`src/rtl/enc_4x2_rr_if.sv`:
```
// Request/handshake bundle for the 4-to-2 round-robin encoder.
// master: request sources and downstream consumer; slave: the encoder.
interface enc_4x2_rr_if;
    logic [3:0] y_n;
    logic       en_n;
    logic       ready;
    logic       valid;
    logic       a;
    logic       b;

    modport master (
        output y_n,
        output en_n,
        output ready,
        input  valid,
        input  a,
        input  b
    );

    modport slave (
        input  y_n,
        input  en_n,
        input  ready,
        output valid,
        output a,
        output b
    );
endinterface

```
`src/rtl/enc_4x2_rr.sv`:
```
// Registered 4-to-2 round-robin encoder: captures active-low request pulses
// and presents each as a 2-bit code {a,b} under a valid/ready handshake.
module enc_4x2_rr (
    input logic         clk,
    input logic         rst_n,
    enc_4x2_rr_if.slave bus
);
    typedef enum logic {IDLE, HOLD} st_t;

    st_t        st, st_nxt;
    logic [3:0] pend, pend_nxt;
    logic [3:0] req, cand;
    logic [1:0] ptr, ptr_nxt;
    logic [1:0] idx, idx_nxt;
    logic [1:0] pick, j;
    logic       found;

    assign req  = bus.en_n ? 4'b0000 : ~bus.y_n;
    assign cand = pend | req;

    // First set bit of cand, searching from ptr upward with wrap.
    always_comb begin
        pick  = '0;
        found = 1'b0;
        j     = '0;
        for (int unsigned k = 0; k < 4; k++) begin
            j = ptr + 2'(k);
            if (!found && cand[j]) begin
                pick  = j;
                found = 1'b1;
            end
        end
    end

    always_comb begin
        st_nxt   = st;
        pend_nxt = pend | req;
        ptr_nxt  = ptr;
        idx_nxt  = idx;
        case (st)
            IDLE: begin
                if (found) begin
                    idx_nxt = pick;
                    st_nxt  = HOLD;
                end
            end
            HOLD: begin
                // The accepted bit is cleared even if its line is still low now.
                if (bus.ready) begin
                    pend_nxt[idx] = 1'b0;
                    ptr_nxt       = idx + 2'd1;
                    st_nxt        = IDLE;
                end
            end
            default: st_nxt = IDLE;
        endcase
    end

    always_ff @(posedge clk or negedge rst_n) begin
        if (!rst_n) begin
            st   <= IDLE;
            pend <= '0;
            ptr  <= '0;
            idx  <= '0;
        end else begin
            st   <= st_nxt;
            pend <= pend_nxt;
            ptr  <= ptr_nxt;
            idx  <= idx_nxt;
        end
    end

    assign bus.valid = (st == HOLD);
    assign bus.a     = idx[1];
    assign bus.b     = idx[0];
endmodule
```
`src/flat_wrapper.sv`:
```
// flat-port wrapper written by rule: the top's interface ports become plain ports
module enc_4x2_rr_flat 
  (clk, rst_n, bus_y_n, bus_en_n, bus_ready, bus_valid, bus_a, bus_b);
  enc_4x2_rr_if bus_i ();
  input logic clk;
  input logic rst_n;
  input wire logic [$bits(bus_i.y_n)-1:0] bus_y_n;
  input wire logic [$bits(bus_i.en_n)-1:0] bus_en_n;
  input wire logic [$bits(bus_i.ready)-1:0] bus_ready;
  output wire logic [$bits(bus_i.valid)-1:0] bus_valid;
  output wire logic [$bits(bus_i.a)-1:0] bus_a;
  output wire logic [$bits(bus_i.b)-1:0] bus_b;
  assign bus_i.y_n = bus_y_n;
  assign bus_i.en_n = bus_en_n;
  assign bus_i.ready = bus_ready;
  assign bus_valid = bus_i.valid;
  assign bus_a = bus_i.a;
  assign bus_b = bus_i.b;
  enc_4x2_rr u_core (.clk(clk), .rst_n(rst_n), .bus(bus_i));
endmodule
```
`config.mk`:
```
export PLATFORM = sky130hd
export DESIGN_NAME = enc_4x2_rr_flat
export DESIGN_NICKNAME = d
export VERILOG_FILES = /design/src/rtl/enc_4x2_rr_if.sv /design/src/rtl/enc_4x2_rr.sv /design/src/flat_wrapper.sv
export SDC_FILE = /design/constraint.sdc
export NUM_CORES = 1
export LEC_CHECK = 0
export ABC_CLOCK_PERIOD_IN_PS = 1700
export CAP_MARGIN = 20
export CORE_UTILIZATION = 42
export DETAILED_ROUTE_END_ITERATION = 10
export GPL_ROUTABILITY_DRIVEN = 0
export GPL_TIMING_DRIVEN = 1
export PLACE_DENSITY_LB_ADDON = 0.2
export SYNTH_ARGS = -nofsm -noshare
export SYNTH_HDL_FRONTEND = slang
export SYNTH_SLANG_ARGS = --single-unit
export TNS_END_PERCENT = 1
```
`constraint.sdc`:
```
create_clock -name clk -period 1.7 [get_ports clk]
set_input_delay 0.34 -clock clk [delete_from_list [all_inputs] [get_ports clk]]
set_output_delay 0.34 -clock clk [all_outputs]
set_load 0.01 [all_outputs]
```
==> images/registers.png <==
The bar under the picture is 10 um long. Other sequential cells in the stronger grey, the rest of the logic in the fainter grey.
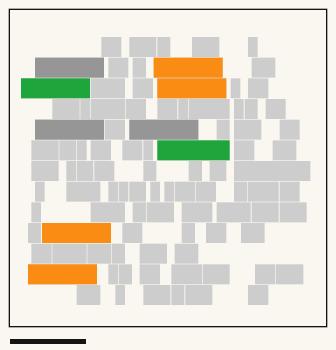
u_core.ptr: in green, placed flops 2. u_core.pend: in orange, placed flops 4.

==> images/gate_families.png <==
The bar under the picture is 10 um long.
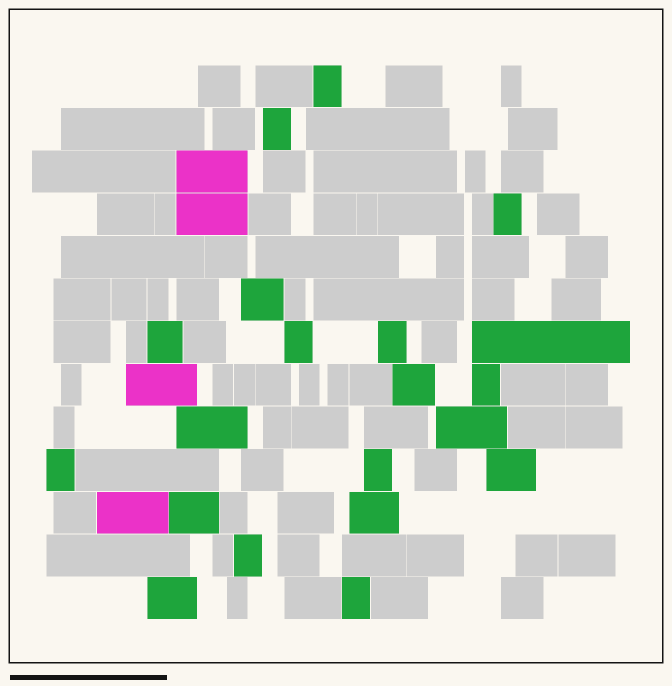
adder and majority cells: in magenta, cells 4, most used ha_1. inverting AOI/OAI gates: in green, cells 20, most used a21oi_1.

==> images/cell_classes.png <==
The bar under the picture is 10 um long.
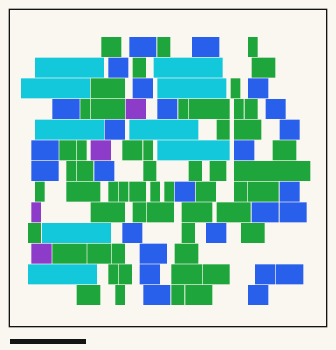
all other logic: in green, cells 56. flip-flops: in cyan, cells 9. clock drivers and dummy loads: in purple, cells 4. other buffers and delay cells: in blue, cells 26.

==> images/final_congestion.png <==
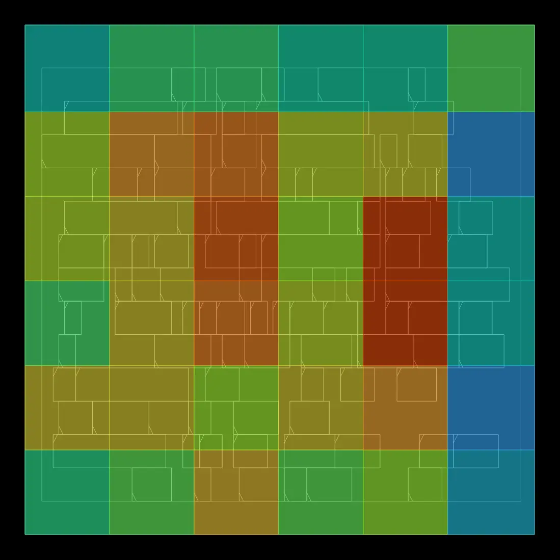
grt met2 use: 33.8%
grt met1 use: 24.8%
busiest grt layer: met2
drt wl/cell: 14.1 um
M3 GR Usage: 4.78%

==> flow_summary.toml <==
# yosys + openroad results
[route]
drc = 0
vias = 600
met3WireLength_um = 53
wl_met2_um = 780

[job]
warnings = 29

[cts]
insertion_delay_ns = 0.26
root_buffer = "clkbuf_4"
clock-sinks = 9
cts_hold_buf = 0

[logic_synthesis]
synth-edff-count = 0
synthFlopType = "dfrtp_1"
ys.flops = 9

[setup_path]
setup.worst_path.start_class = "register"
crit_path_start = "u_core.ptr[0]"
cpPeakStageDelay_ns = 0.47
cp_slowest_cell = "dfrtp_2"

[placement]
hpwlAfterDp_um = 1130

[floorplan]
dieArea_um2 = 1730
core_um2 = 1380

[grt]
antenna_found_initial = 0
track_usage_pct = 20.1
grt_remaining_overflow = 0

[run_status]
status = "completed"

[final_layout]
fillers = 128

[timing]
hold_viol = 0
rsz0062_at_grt = "false"

[power]
leakagePower_nw = 0.410
power.internal_mw = 0.814
power.total_mw = 1.36
-- area by class of cell --
cell class / count / area share, %
Sequential cell: 9 / 25.0
Timing Repair Buffer: 26 / 24.3
Multi-Input combinational cell: 51 / 43.0
Tap cell: 15 / 2.07
Inverter: 5 / 2.63
Clock buffer: 4 / 2.90
-- metrics by stage --
step	setup slack (ns)	setup TNS, ns
4_1_cts	0.0240	0
5_1_grt	0.0108	0
6_report	0.0675	0
3_5_place_dp	-0.147	-0.192
3_3_place_gp	-0.131	-0.172
2_1_floorplan	0.261	0
-- power by group through the flow --
stage                     Clock (mW)  Sequential (mW)  Combinational [mW]
after floorplan                    0            0.411               0.461
after global routing           0.175            0.440               0.832
after global placement             0            0.424               0.712
after CTS                      0.169            0.425               0.740
after detailed placement           0            0.426               0.731
final                          0.164            0.426               0.769
-- how the worst min path moves through the flow --
stage | from | end | slack [ns] | depth (start not counted)
2_1_floorplan | rst_n | u_core.bus.valid | 0.04 | 0
3_3_place_gp | u_core.bus.valid | u_core.idx[1] | 0.53 | 1
3_5_place_dp | u_core.bus.valid | u_core.idx[1] | 0.51 | 1
4_1_cts | rst_n | u_core.pend[3] | 0.38 | 1
5_1_grt | rst_n | u_core.ptr[1] | 0.41 | 1
6_report | rst_n | u_core.pend[3] | 0.36 | 1
-- sequential cells by signal, indices dropped and copies added (netlist names) --
register,flops
u_core.bus.valid,1
u_core.idx,2
u_core.pend,4
u_core.ptr,2
-- repair_timing --
item                       CTS  global route
hold endpoints to repair     0             0
setup endpoints to repair    0             2
resized                      0             1
setup buffers                0             2
-- kinds of logic after synthesis --
family,Yosys count,share of synthesized area (%)
fa+ha+maj,4,7.60
compound gates,22,26.8
buf+inv,8,6.65
simple gates,18,12.7
flops,9,34.2
mux,7,12.0
No activity file was given, so power comes from the tool's default toggle rates.
